`src/rtl/rgb_source_gen.sv`:
```
// rgb_source_gen: video timing generator with built-in test patterns.
//
// A horizontal counter (h_cnt) and a vertical counter (v_cnt) walk the full raster
// (sync, back porch, active, front porch). Every output is registered one clock after
// the counter state it describes, so all outputs stay mutually aligned.
//
// Ports:
//   Sys_Clock   in   pixel clock, rising edge
//   Reset       in   asynchronous, active-high reset
//   Enable      in   1 = timing runs, 0 = counters hold and outputs idle
//   Mode        in   pattern select (0 solid, 1 bars, 2 ramp, 3 checker), loaded at frame start
//   Solid_RGB   in   {R,G,B} used in solid mode, sampled every pixel
//   HSA, VSA    out  sync outputs, HS_POL / VS_POL when asserted
//   DE          out  data enable, high on active pixels
//   R, G, B     out  pixel colour, 0 outside the active area
//   Pixel_X     out  active column, 0 outside DE
//   Line_Y      out  active row, 0 outside DE
//   Frame_Start out  one-clock pulse for counter position 0/0
module rgb_source_gen #(
  parameter int unsigned H_ACTIVE = 1920,
  parameter int unsigned H_FP     = 88,
  parameter int unsigned H_SYNC   = 44,
  parameter int unsigned H_BP     = 148,
  parameter int unsigned V_ACTIVE = 1080,
  parameter int unsigned V_FP     = 4,
  parameter int unsigned V_SYNC   = 5,
  parameter int unsigned V_BP     = 36,
  parameter logic        HS_POL   = 1'b1,
  parameter logic        VS_POL   = 1'b1,
  parameter int unsigned CW       = 8,
  parameter int unsigned CHK_LOG2 = 4
) (
  input  logic            Sys_Clock,
  input  logic            Reset,
  input  logic            Enable,
  input  logic [1:0]      Mode,
  input  logic [3*CW-1:0] Solid_RGB,
  output logic            HSA,
  output logic            VSA,
  output logic            DE,
  output logic [CW-1:0]   R,
  output logic [CW-1:0]   G,
  output logic [CW-1:0]   B,
  output logic [15:0]     Pixel_X,
  output logic [15:0]     Line_Y,
  output logic            Frame_Start
);

  // Totals must fit in 16 bits (<= 65535).
  localparam int unsigned H_TOTAL = H_SYNC + H_BP + H_ACTIVE + H_FP;
  localparam int unsigned V_TOTAL = V_SYNC + V_BP + V_ACTIVE + V_FP;

  localparam logic [15:0] H_LAST      = 16'(H_TOTAL - 1);
  localparam logic [15:0] V_LAST      = 16'(V_TOTAL - 1);
  localparam logic [15:0] H_SYNC_END  = 16'(H_SYNC);
  localparam logic [15:0] V_SYNC_END  = 16'(V_SYNC);
  localparam logic [15:0] H_ACT_START = 16'(H_SYNC + H_BP);
  localparam logic [15:0] H_ACT_END   = 16'(H_SYNC + H_BP + H_ACTIVE);
  localparam logic [15:0] V_ACT_START = 16'(V_SYNC + V_BP);
  localparam logic [15:0] V_ACT_END   = 16'(V_SYNC + V_BP + V_ACTIVE);

  // Guard against a zero divisor when H_ACTIVE < 8.
  localparam int unsigned BAR_W_I = ((H_ACTIVE / 8) == 0) ? 1 : (H_ACTIVE / 8);
  localparam logic [15:0] BAR_W   = 16'(BAR_W_I);

  localparam logic [CW-1:0] ONES = {CW{1'b1}};

  logic [15:0] h_cnt_q, h_cnt_d;
  logic [15:0] v_cnt_q, v_cnt_d;
  logic [1:0]  mode_q, mode_d;

  logic        frame_origin;
  logic        active;
  logic [15:0] x, y;
  logic [15:0] bar_full;
  logic [2:0]  bar_idx;
  logic [2:0]  bar_rgb;
  logic [CW-1:0] ramp;
  logic        chk_on;

  logic            hsa_d, vsa_d, de_d, fs_d;
  logic [CW-1:0]   r_d, g_d, b_d;
  logic [15:0]     px_d, ly_d;

  assign frame_origin = (h_cnt_q == 16'd0) && (v_cnt_q == 16'd0);

  // Counter and mode register next state
  always_comb begin
    h_cnt_d = h_cnt_q;
    v_cnt_d = v_cnt_q;
    mode_d  = mode_q;
    if (Enable) begin
      if (frame_origin) mode_d = Mode;
      if (h_cnt_q == H_LAST) begin
        h_cnt_d = 16'd0;
        v_cnt_d = (v_cnt_q == V_LAST) ? 16'd0 : v_cnt_q + 16'd1;
      end else begin
        h_cnt_d = h_cnt_q + 16'd1;
      end
    end
  end

  // Pattern generation from the current counter position
  always_comb begin
    active = (h_cnt_q >= H_ACT_START) && (h_cnt_q < H_ACT_END) &&
             (v_cnt_q >= V_ACT_START) && (v_cnt_q < V_ACT_END);
    x        = h_cnt_q - H_ACT_START;
    y        = v_cnt_q - V_ACT_START;
    bar_full = x / BAR_W;
    // Remainder pixels beyond 8 full bars fold into the last (black) bar.
    bar_idx  = (bar_full > 16'd7) ? 3'd7 : bar_full[2:0];
    ramp     = CW'(x);
    chk_on   = x[CHK_LOG2] ^ y[CHK_LOG2];

    // Bar colours as {R,G,B} on/off bits
    case (bar_idx)
      3'd0:    bar_rgb = 3'b111; // white
      3'd1:    bar_rgb = 3'b110; // yellow
      3'd2:    bar_rgb = 3'b011; // cyan
      3'd3:    bar_rgb = 3'b010; // green
      3'd4:    bar_rgb = 3'b101; // magenta
      3'd5:    bar_rgb = 3'b100; // red
      3'd6:    bar_rgb = 3'b001; // blue
      default: bar_rgb = 3'b000; // black
    endcase
  end

  // Output next state; Enable=0 idles everything
  always_comb begin
    hsa_d = ~HS_POL;
    vsa_d = ~VS_POL;
    de_d  = 1'b0;
    fs_d  = 1'b0;
    r_d   = '0;
    g_d   = '0;
    b_d   = '0;
    px_d  = '0;
    ly_d  = '0;
    if (Enable) begin
      hsa_d = (h_cnt_q < H_SYNC_END) ? HS_POL : ~HS_POL;
      vsa_d = (v_cnt_q < V_SYNC_END) ? VS_POL : ~VS_POL;
      fs_d  = frame_origin;
      if (active) begin
        de_d = 1'b1;
        px_d = x;
        ly_d = y;
        // mode_q is already valid here: position 0/0 is never in the active area.
        case (mode_q)
          2'd0: begin
            r_d = Solid_RGB[3*CW-1:2*CW];
            g_d = Solid_RGB[2*CW-1:CW];
            b_d = Solid_RGB[CW-1:0];
          end
          2'd1: begin
            r_d = bar_rgb[2] ? ONES : '0;
            g_d = bar_rgb[1] ? ONES : '0;
            b_d = bar_rgb[0] ? ONES : '0;
          end
          2'd2: begin
            r_d = ramp;
            g_d = ramp;
            b_d = ramp;
          end
          default: begin
            r_d = chk_on ? ONES : '0;
            g_d = chk_on ? ONES : '0;
            b_d = chk_on ? ONES : '0;
          end
        endcase
      end
    end
  end

  always_ff @(posedge Sys_Clock or posedge Reset) begin
    if (Reset) begin
      h_cnt_q     <= '0;
      v_cnt_q     <= '0;
      mode_q      <= 2'd0;
      HSA         <= ~HS_POL;
      VSA         <= ~VS_POL;
      DE          <= 1'b0;
      R           <= '0;
      G           <= '0;
      B           <= '0;
      Pixel_X     <= '0;
      Line_Y      <= '0;
      Frame_Start <= 1'b0;
    end else begin
      h_cnt_q     <= h_cnt_d;
      v_cnt_q     <= v_cnt_d;
      mode_q      <= mode_d;
      HSA         <= hsa_d;
      VSA         <= vsa_d;
      DE          <= de_d;
      R           <= r_d;
      G           <= g_d;
      B           <= b_d;
      Pixel_X     <= px_d;
      Line_Y      <= ly_d;
      Frame_Start <= fs_d;
    end
  end

endmodule
```
`config.mk`:
```
export PLATFORM = sky130hd
export DESIGN_NAME = rgb_source_gen
export DESIGN_NICKNAME = d
export VERILOG_FILES = /design/src/rtl/rgb_source_gen.sv
export SDC_FILE = /design/constraint.sdc
export NUM_CORES = 1
export LEC_CHECK = 0
export ABC_CLOCK_PERIOD_IN_PS = 5760
export CORE_MARGIN = 3
export CORE_UTILIZATION = 55
export CTS_BUF_LIST = sky130_fd_sc_hd__clkbuf_8 sky130_fd_sc_hd__clkbuf_16
export CTS_CLUSTER_SIZE = 12
export DETAILED_ROUTE_END_ITERATION = 16
export PLACE_DENSITY = 0.91
export SLEW_MARGIN = 20
export SYNTH_ARGS = -nofsm -noshare
export SYNTH_HDL_FRONTEND = slang
export SYNTH_SLANG_ARGS = --single-unit
export TNS_END_PERCENT = 20
```
`constraint.sdc`:
```
create_clock -name Sys_Clock -period 5.76 [get_ports Sys_Clock]
set_input_delay 1.152 -clock Sys_Clock [delete_from_list [all_inputs] [get_ports Sys_Clock]]
set_output_delay 1.152 -clock Sys_Clock [all_outputs]
set_load 0.01 [all_outputs]
```
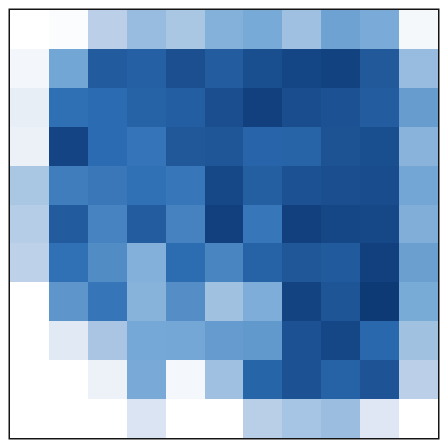
cell_density.png
The die is cut into 11 by 11 equal tiles; white is low, dark blue is high, 0 to 100% covered.
The emptiest ninth of the die: south-west. The fullest tile reaches 97%. 41% of the tiles are over 75% full. The mean over all tiles is 57%. 9.1% of the tiles are nearly empty.

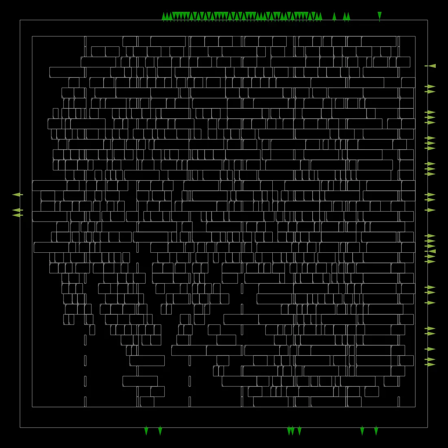
placement.png
FP Rows: 36
fillers: 727

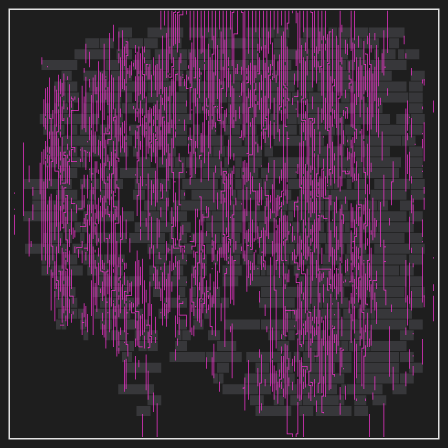
layer_met2.png
656 nets have wire on it. The longest straight run is 32.3 um. The wires run mostly vertical.

==> deck_impl_summary.md <==
Flow Results at a Glance

Cells and area
  • Share of cells above drive strength 1: 0.0660
  • Logic cell area: 3060 um^2
  • #MultiIn Comb: 487
  • Final instance area: 6790 um^2
  • Top class by area: logic gates
  • Most frequent cells in the layout: dfrtp_1 (94), clkdlybuf4s50_1 (88), nor2_1 (61)
  • Clk_buf instances: 9
  • Registers: 94
  • Antenna diodes: 0
  • Seq area share: 0.346
  • Nets: 746
  • Final core occ: 0.685
  • Inverters: 16
  • Layout area overhead: 19.4%
  • Buffers, non-clock: 99
  • Layout clock area frac: 0.0275
  • Most frequent logic cell in the layout: dfrtp_1
  • Combinational share of cell area: 0.451
  • Buffer share of cell area: 0.142

GRT
  • First-pass GRT wire length: 24.8 mm
  • Grt met1 use: 0.369
  • GR Util met3: 0.0396
  • Total GRT Usage: 0.267
  • Grt ovf: 0
  • GR Util met2: 0.427
  • Initial antenna violation count: 0
  • Vias in the first global route: 5005
  • Gr busiest metal: met2

Pwr
  • Comb pwr share: 0.269
  • PwrDens: 235 nW/um^2
  • Switch Pwr: 578 uW
  • Seq pwr: 742 uW
  • Total power: 1.59 mW
  • Maximum VDD drop: 0.180 mV
  • Flop pwr share: 0.466
  • Comb group: 428 uW
  • Largest power group: sequential cells
  • Switch share: 0.363

Clocking
  • # hold bufs at CTS: 0
  • CTS Buf Count: 9
  • Clock slew at reported path FFs: 110 ps
  • Late-Pin Clk Latency: 370 ps
  • H-tree depth: 3
  • # Post-CTS Setup Buffers: 0
  • Clock sinks: 94
  • CTS tree: built
  • Post-CTS sizing: 0
  • Root Driver: clkbuf_8

Synth
  • Yosys top cell by area: dfrtp_1
  • Yosys cell types: 71
  • Synth logic family: simple AND/OR/NAND/NOR gates
  • Synthesis Warnings: 0
  • XORs/XNORs by Area: 0.0601
  • Register area share after synthesis: 0.414
  • Compound Share, Synth: 0.203
  • Seq cells post-synth: 94
  • Post-Synth Adder-Cell Area: 0.0240
  • Synth async-reset ratio: 1.00
  • Post-synth EDFFs: 0
  • Syn Std Cell Area: 5690 um^2
  • # Cells Yosys: 646
  • Syn Area/Cell: 8.80 um^2
  • Post-synth top cells: dfrtp_1 (94), nor2_1 (61), nand2_1 (45)
  • Main flop type: dfrtp_1
  • Yosys stat area: 5690 um^2
  • Simple-gate share of the synthesized area: 0.238
  • Top-area cell share: 0.414
  • MUX area fraction: 0.0110
  • Cell count after synthesis: 646

Worst setup path
  • Crit-path cells: or4_1, nor2_4, a221oi_2, o311a_1, or4_1, a311oi_2, o32ai_1, buf_4, a32oi_1, nand4_1, or3b_1, and2_1, o211ai_1, nand4_1, a211oi_4, o21bai_1
  • Worst path top cell family by delay: simple AND/OR/NAND/NOR gates
  • Startpoint types: register
  • Crit path from: h_cnt_q[9]
  • FF-to-FF Start: h_cnt_q[9]
  • CP max stage delay: 710 ps
  • Slowest cell on the critical path: or4_1
  • Worst reg2reg path endpoint: B[0]
  • Crit path DRT: 6040 ps
  • Reg2reg path depth: 16
  • CP max FO: 13
  • Buf/Inv on CP: 1
  • Critical path type: reg2reg
  • Critical path destination: B[0]
  • Number of stages on the worst setup path: 16

Job
  • OpenROAD warnings: 33

Final timing
  • RSZ-0062 raised after global routing: false
  • # setup viols final: 0
  • Final Hold Vio Count: 0
  • Rel. slew slack: 0.391
  • FMAX: 183 MHz
  • Hold Slack: 518 ps
  • Worst Tran Pin Value: 913 ps
  • Final worst slack: 297 ps
  • Setup tns final: 0 ps
  • Period minus WS final: 5460 ps

Place
  • Detailed Place HPWL: 10.9 mm
  • Gpl congestion: 0.896
  • I/O Buffers: 88
  • DP Area: 6600 um^2

Floorplan
  • Die H: 108 um
  • Chip width: 108 um
  • Tapcells: 133
  • FP Util: 0.574
  • Core area: 9910 um^2
  • Top-level I/O count: 89
  • Chip area: 11600 um^2

Routing
  • DR WL met3: 1.04 mm
  • First-pass DRT Iterations: 5
  • 1st-iter DRT viols: 487
  • Vias per cell: 6.24
  • Vias: 5277
  • Met1 wire length: 6.33 mm
  • Final ANT Viol Nets: 0
  • Met2 wire length: 7.51 mm
  • Per-cell routed wire length: 18.0 um

Worst hold path
  • Worst hold path endpoint: v_cnt_q[15]
  • Worst Hold Depth: 1

Run status
  • Status: finished clean
Power and IR drop assume default switching activity.
